**src/rtl/llc_update_seq_pkg.sv**
```systemverilog
// Shared LLC types: entry layout, state/hprot encodings, op kinds and controller states.
// Pure declarations; no latency or backpressure of its own.
// Imported by llc_update_seq and llc_flush_mask.
package llc_update_seq_pkg;

    localparam int TAG_W     = 16;
    localparam int LINE_W    = 32;
    localparam int OWNER_W   = 4;
    localparam int SHARERS_W = 16;

    typedef logic [1:0] llc_state_t;
    localparam llc_state_t INVALID = 2'd0;
    localparam llc_state_t VALID   = 2'd1;
    localparam llc_state_t SHARED  = 2'd2;
    localparam llc_state_t EXCL    = 2'd3;

    typedef logic hprot_t;
    localparam hprot_t INSTR = 1'b0;
    localparam hprot_t DATA  = 1'b1;

    typedef struct packed {
        logic [TAG_W-1:0]     tag;
        llc_state_t           state;
        logic [LINE_W-1:0]    line;
        hprot_t               hprot;
        logic [OWNER_W-1:0]   owner;
        logic [SHARERS_W-1:0] sharers;
        logic                 dirty;
    } llc_entry_t;

    localparam logic [1:0] OP_UPDATE = 2'd0;
    localparam logic [1:0] OP_RST    = 2'd1;
    localparam logic [1:0] OP_FLUSH  = 2'd2;

    typedef enum logic [2:0] {
        S_IDLE, S_UPD, S_RST_WR, S_FL_RD, S_FL_WR, S_DONE
    } seq_state_t;

    function automatic llc_entry_t invalid_entry();
        llc_entry_t e;
        e       = '0;
        e.state = INVALID;
        return e;
    endfunction

endpackage

```
**src/rtl/llc_update_seq_flush_mask.sv**
```systemverilog
// Per-way flush select: VALID DATA lines (and dirty ones only when LLC_UPDATE_FLUSH_DIRTY_EN is defined).
// Latency 0 (combinational).
// No backpressure.
module llc_flush_mask
    import llc_update_seq_pkg::*;
#(
    parameter int WAYS = 16
) (
    input  llc_state_t [WAYS-1:0] states_i,
    input  hprot_t     [WAYS-1:0] hprots_i,
    input  logic       [WAYS-1:0] dirty_i,
    output logic       [WAYS-1:0] mask_o
);

`ifdef LLC_UPDATE_FLUSH_DIRTY_EN
    localparam logic DIRTY_REQ = 1'b1;
`else
    localparam logic DIRTY_REQ = 1'b0;
`endif

    always_comb begin
        mask_o = '0;
        for (int w = 0; w < WAYS; w++) begin
            mask_o[w] = (states_i[w] == VALID) && (hprots_i[w] == DATA) && (dirty_i[w] || !DIRTY_REQ);
        end
    end

endmodule

```
**src/rtl/llc_update_seq.sv**
```systemverilog
// LLC array write-back sequencer: single-entry updates, reset walk, flush walk (LLC_UPDATE_FLUSH_DIRTY_EN narrows flush to dirty lines).
// Latency: writes are registered, 1 cycle after accept / walk step; flush takes 2 cycles per set.
// Backpressure: op_ready only in IDLE/UPD; walk_stall freezes the walker; done held until done_ready.
module llc_update_seq
    import llc_update_seq_pkg::*;
#(
    parameter int  WAYS  = 16,
    parameter int  SETS  = 512,
    localparam int WAY_W = $clog2(WAYS),
    localparam int SET_W = $clog2(SETS)
) (
    input  logic                  clk,
    input  logic                  rst,
    input  logic                  op_valid,
    output logic                  op_ready,
    input  logic [1:0]            op_kind,
    input  logic [SET_W-1:0]      op_set,
    input  logic [WAY_W-1:0]      op_way,
    input  llc_entry_t            op_entry,
    input  logic [WAY_W-1:0]      op_evict_way,
    input  logic                  op_update_evict,
    input  logic                  walk_stall,
    output logic                  rd_en,
    output logic [SET_W-1:0]      rd_set,
    input  llc_state_t [WAYS-1:0] rd_states,
    input  hprot_t     [WAYS-1:0] rd_hprots,
    input  logic [WAYS-1:0]       rd_dirty,
    output logic                  wr_en,
    output logic [SET_W-1:0]      wr_set,
    output logic [WAYS-1:0]       wr_way_mask,
    output llc_entry_t            wr_entry,
    output logic                  wr_en_evict_way,
    output logic [WAY_W-1:0]      wr_evict_way,
    output logic                  busy,
    output logic                  done_valid,
    input  logic                  done_ready
);

    localparam logic [SET_W-1:0] LAST_SET = SET_W'(SETS - 1);

    seq_state_t       state_q, state_d;
    logic [SET_W-1:0] cnt_q, cnt_d;
    logic             wr_en_q, wr_en_d;
    logic [SET_W-1:0] wr_set_q, wr_set_d;
    logic [WAYS-1:0]  wr_mask_q, wr_mask_d;
    llc_entry_t       wr_entry_q, wr_entry_d;
    logic             wr_ev_en_q, wr_ev_en_d;
    logic [WAY_W-1:0] wr_ev_q, wr_ev_d;
    logic [WAYS-1:0]  flush_mask;
    logic             accept;

    llc_flush_mask #(.WAYS(WAYS)) u_flush_mask (
        .states_i (rd_states),
        .hprots_i (rd_hprots),
        .dirty_i  (rd_dirty),
        .mask_o   (flush_mask)
    );

    always_comb begin
        state_d    = state_q;
        cnt_d      = cnt_q;
        wr_en_d    = 1'b0;
        wr_set_d   = wr_set_q;
        wr_mask_d  = '0;
        wr_entry_d = wr_entry_q;
        wr_ev_en_d = 1'b0;
        wr_ev_d    = wr_ev_q;
        op_ready   = (state_q == S_IDLE) || (state_q == S_UPD);
        accept     = op_valid && op_ready;
        rd_en      = 1'b0;
        done_valid = 1'b0;

        case (state_q)
            S_IDLE, S_UPD: begin
                state_d = S_IDLE;
                if (accept) begin
                    case (op_kind)
                        OP_UPDATE: begin
                            state_d    = S_UPD;
                            wr_en_d    = 1'b1;
                            wr_set_d   = op_set;
                            wr_mask_d  = WAYS'(1) << op_way;
                            wr_entry_d = op_entry;
                            wr_ev_en_d = op_update_evict;
                            wr_ev_d    = op_evict_way;
                        end
                        OP_RST: begin
                            state_d = S_RST_WR;
                            cnt_d   = '0;
                        end
                        OP_FLUSH: begin
                            state_d = S_FL_RD;
                            cnt_d   = '0;
                        end
                        default: state_d = S_IDLE;
                    endcase
                end
            end
            S_RST_WR: begin
                if (!walk_stall) begin
                    wr_en_d    = 1'b1;
                    wr_set_d   = cnt_q;
                    wr_mask_d  = '1;
                    wr_entry_d = invalid_entry();
                    wr_ev_en_d = 1'b1;
                    wr_ev_d    = '0;
                    if (cnt_q == LAST_SET) state_d = S_DONE;
                    else                   cnt_d   = cnt_q + SET_W'(1);
                end
            end
            S_FL_RD: begin
                if (!walk_stall) begin
                    rd_en   = 1'b1;
                    state_d = S_FL_WR;
                end
            end
            S_FL_WR: begin
                // A stall here invalidates the captured read, so go back and read again.
                if (walk_stall) begin
                    state_d = S_FL_RD;
                end else begin
                    wr_en_d    = |flush_mask;
                    wr_set_d   = cnt_q;
                    wr_mask_d  = flush_mask;
                    wr_entry_d = invalid_entry();
                    if (cnt_q == LAST_SET) begin
                        state_d = S_DONE;
                    end else begin
                        cnt_d   = cnt_q + SET_W'(1);
                        state_d = S_FL_RD;
                    end
                end
            end
            S_DONE: begin
                done_valid = 1'b1;
                if (done_ready) state_d = S_IDLE;
            end
            default: state_d = S_IDLE;
        endcase
    end

    always_ff @(posedge clk or posedge rst) begin
        if (rst) begin
            state_q    <= S_IDLE;
            cnt_q      <= '0;
            wr_en_q    <= 1'b0;
            wr_set_q   <= '0;
            wr_mask_q  <= '0;
            wr_entry_q <= '0;
            wr_ev_en_q <= 1'b0;
            wr_ev_q    <= '0;
        end else begin
            state_q    <= state_d;
            cnt_q      <= cnt_d;
            wr_en_q    <= wr_en_d;
            wr_set_q   <= wr_set_d;
            wr_mask_q  <= wr_mask_d;
            wr_entry_q <= wr_entry_d;
            wr_ev_en_q <= wr_ev_en_d;
            wr_ev_q    <= wr_ev_d;
        end
    end

    assign rd_set          = cnt_q;
    assign wr_en           = wr_en_q;
    assign wr_set          = wr_set_q;
    assign wr_way_mask     = wr_mask_q;
    assign wr_entry        = wr_entry_q;
    assign wr_en_evict_way = wr_ev_en_q;
    assign wr_evict_way    = wr_ev_q;
    assign busy            = (state_q != S_IDLE);

endmodule

```
**config.mk**
```make
export PLATFORM = sky130hd
export DESIGN_NAME = llc_update_seq
export DESIGN_NICKNAME = d
export VERILOG_FILES = /design/src/rtl/llc_update_seq_pkg.sv /design/src/rtl/llc_update_seq_flush_mask.sv /design/src/rtl/llc_update_seq.sv
export SDC_FILE = /design/constraint.sdc
export NUM_CORES = 1
export LEC_CHECK = 0
export ABC_AREA = 1
export CORE_MARGIN = 2
export CORE_UTILIZATION = 45
export CTS_BUF_LIST = sky130_fd_sc_hd__clkbuf_4 sky130_fd_sc_hd__clkbuf_8
export DETAILED_ROUTE_END_ITERATION = 10
export PLACE_DENSITY = 0.95
export SLEW_MARGIN = 20
export SYNTH_ARGS = -nofsm -noshare
export SYNTH_HDL_FRONTEND = slang
export SYNTH_HIERARCHICAL = 1
export SYNTH_SLANG_ARGS = --single-unit
```
**constraint.sdc**
```tcl
create_clock -name clk -period 8.33 [get_ports clk]
set_clock_uncertainty 0.05 [all_clocks]
set_input_delay 1.666 -clock clk [delete_from_list [all_inputs] [get_ports clk]]
set_output_delay 1.666 -clock clk [all_outputs]
set_load 0.05 [all_outputs]
```
Fig. 1: cell placement
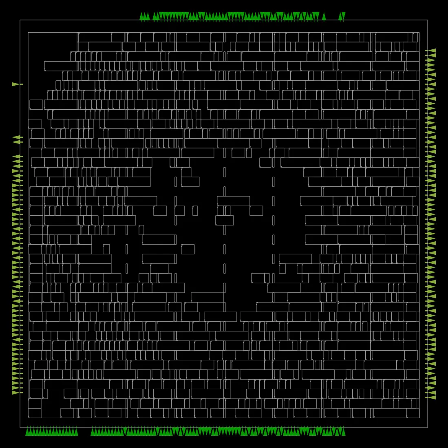
standard cell core area: 12000 um2
final core utilization: 71.1%

Fig. 2: selected gate families
The bar under the picture is 20 um long.
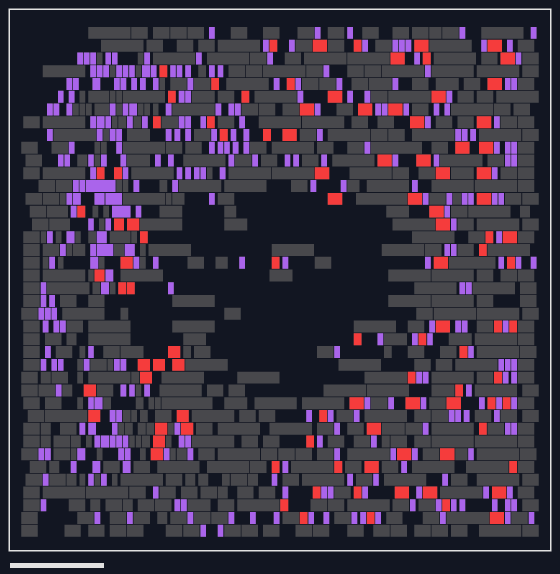
purple -> nand cells  # cells 317, most used nand2_1, where spread over the die
red -> aoi and oai cells  # cells 100, most used o21ai_2, where spread over the die
most numerous logic cell after layout: sky130_fd_sc_hd__nand2_1
logic share of the area: 26.6%
number of non-filler instances in the completed layout: 1075

==> notes.md <==
Numbers from the implementation run.

The flow ran to the end, and the final reports show no timing, DRC or antenna violations. The repair_antennas step left the layout with diodes totalling 0. The number of cells after detailed placement is 1042. In the post-route report, total wirelength is listed as between 15000 and 20000 um. Each instance of the synthesized netlist takes up on average ~8.4 um2. The worst voltage drop across the vdd grid is 419 uV.

The critical path goes through clkdlybuf4s50_1 > nor3_1 > clkdlybuf4s50_1. Counting stages on the worst path, the most repeated cell is sky130_fd_sc_hd__clkdlybuf4s50_1. The area share of buffers outside the clock network is 31.1%.

The capture point of the worst register-to-register path is recorded as wr_entry[8]. In the post-synthesis netlist, the biggest area contributors are sky130_fd_sc_hd__dfrtp_1 52%, sky130_fd_sc_hd__nand2_1 20%, sky130_fd_sc_hd__o21ai_2 6.3%, sky130_fd_sc_hd__buf_6 3.7%, sky130_fd_sc_hd__o21ai_1 3.0%. The family with the most delay on the worst path is buffers and inverters. The final number of hold-violating endpoints is 0. The total setup violations reported at the end of the flow is 0. Per the layout report, the design carries 264 non-clock buffers. The cell-mix breakdown from Yosys lists the simple-gate area share as 27.2%.

The post-synth area from yosys stat is 5550 um2. Nets still carrying antenna violations after routing amount to 0. STA puts the critical path data required time at 6.61 ns. The clock network area share is under 10%.

The overall die size recorded for this design is approximately 13000 um2. For this floorplan the total number of well-tap instances is 147. Per the timing report, the most critical flop-to-flop path originates at state_q[0]. The first global-routing pass estimated 24100 um of wire. For this design, Yosys synthesis ends with a cell count of approximately 660.

Summing internal, switching and leakage power gives 3540 uW. The number of cell instances on the worst register-to-register path is 9. The number of hold buffers added after cts is 0. The initial cell density of the core is between 40% and 50%. The detailed router used layers up to and including met4. The number of nets produced by synthesis is 826. The maximum number of pins on one net before global-route repair is 105. The share of Yosys cell area claimed by the top area cell type is 51.9%. The number of buffers created by CTS is 17.

The routed design could run at a clock period as short as 4.95 ns. CTS placed an instance of sky130_fd_sc_hd__clkbuf_8 at the clock tree root. In the final routing, the length of wire on met1 measures 6220 um. Post-CTS repair changed the size of 0 cells. The routing usage on met3 is 6.54%. On the worst path, the slowest cell contributes a delay of 0.84 ns.

The buffer levels on the longest clock path is 2. The sequential standard cell area is 2880 um2. Summing every instance area after synthesis gives 5550 um2. The remaining routing DRC violations is 0. The register with the most flip-flops in the layout has 72 of them. The synthesized netlist contains 27 unique library cells.

The share of the Yosys chip area taken by registers is between 50% and 60%. The setup check on the worst reg-to-reg path leaves a slack of 5.65 ns. The number of global-route vias before repair came to 4919.

Per the detailed placement report, the placed cell area equals 8110 um2. Per the synthesis report, the AND-OR/OR-AND share of the synthesized area is about an eighth. The script reports the combined buffer and inverter count of the critical path as 2. After layout, the inverter instance count without clock inverters stands at 40. Summed over all nets, the half-perimeter wirelength after detailed placement is approximately 11000 um. The max-slew check reports its worst relative slack as a little under two fifths.

The category of the worst setup path launch point is a primary input. The most frequently used library cell after synthesis is sky130_fd_sc_hd__nand2_1. In the synthesized netlist the async set-or-reset flop fraction comes to 100%.

The vias per cell is between 4 and 5. The met2 layer wire length in the routed design is 7870 um. The maximum frequency from static timing analysis is 202 MHz. The leakage power figure is between 0.003 and 0.004 uW. The post-detailed-route wirelength per cell is ~14 um. The prevailing post-synth register cell is sky130_fd_sc_hd__dfrtp_1. STA classifies the critical path endpoint as an output port.
Fig. 3: I/O nets highlighted
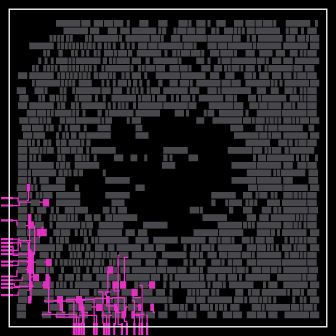
magenta -> rd_states  # bits 32, direction input, end cells 32, buffers 32, wire 476 um
I/O pin count: 277
# port buffers: 260

Fig. 4: metal 3
The bar under the picture is 20 um long.
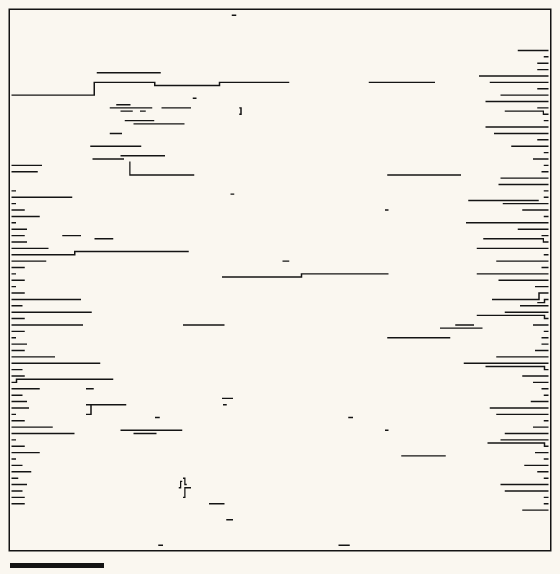
main direction = horizontal
nets with wire on the layer = 155
share of all routed wire = 7.0%

## worst max path at each step
| stage | start | end | slack [ns] | cells past startpoint |
|---|---|---|---|---|
| after global routing | walk_stall | rd_en | 3.34 | 3 |
| after detailed placement | walk_stall | rd_en | 3.38 | 3 |
| after global placement | walk_stall | rd_en | 3.37 | 3 |
| final | walk_stall | rd_en | 3.38 | 3 |
| after floorplan | rst | rd_set[0] | 3.57 | 1 |
| after CTS | walk_stall | rd_en | 3.37 | 3 |
## power by group
group / total, uW / internal, uW / leakage (uW) / switching (uW)
Combinational: 2100 / 662 / 0.00228 / 1440
Clock: 528 / 306 / 0.000212 / 223
Sequential: 905 / 783 / 0.00149 / 122
Total: 3540 / 1750 / 0.00398 / 1790
Power is estimated from default activity; no workload was simulated.
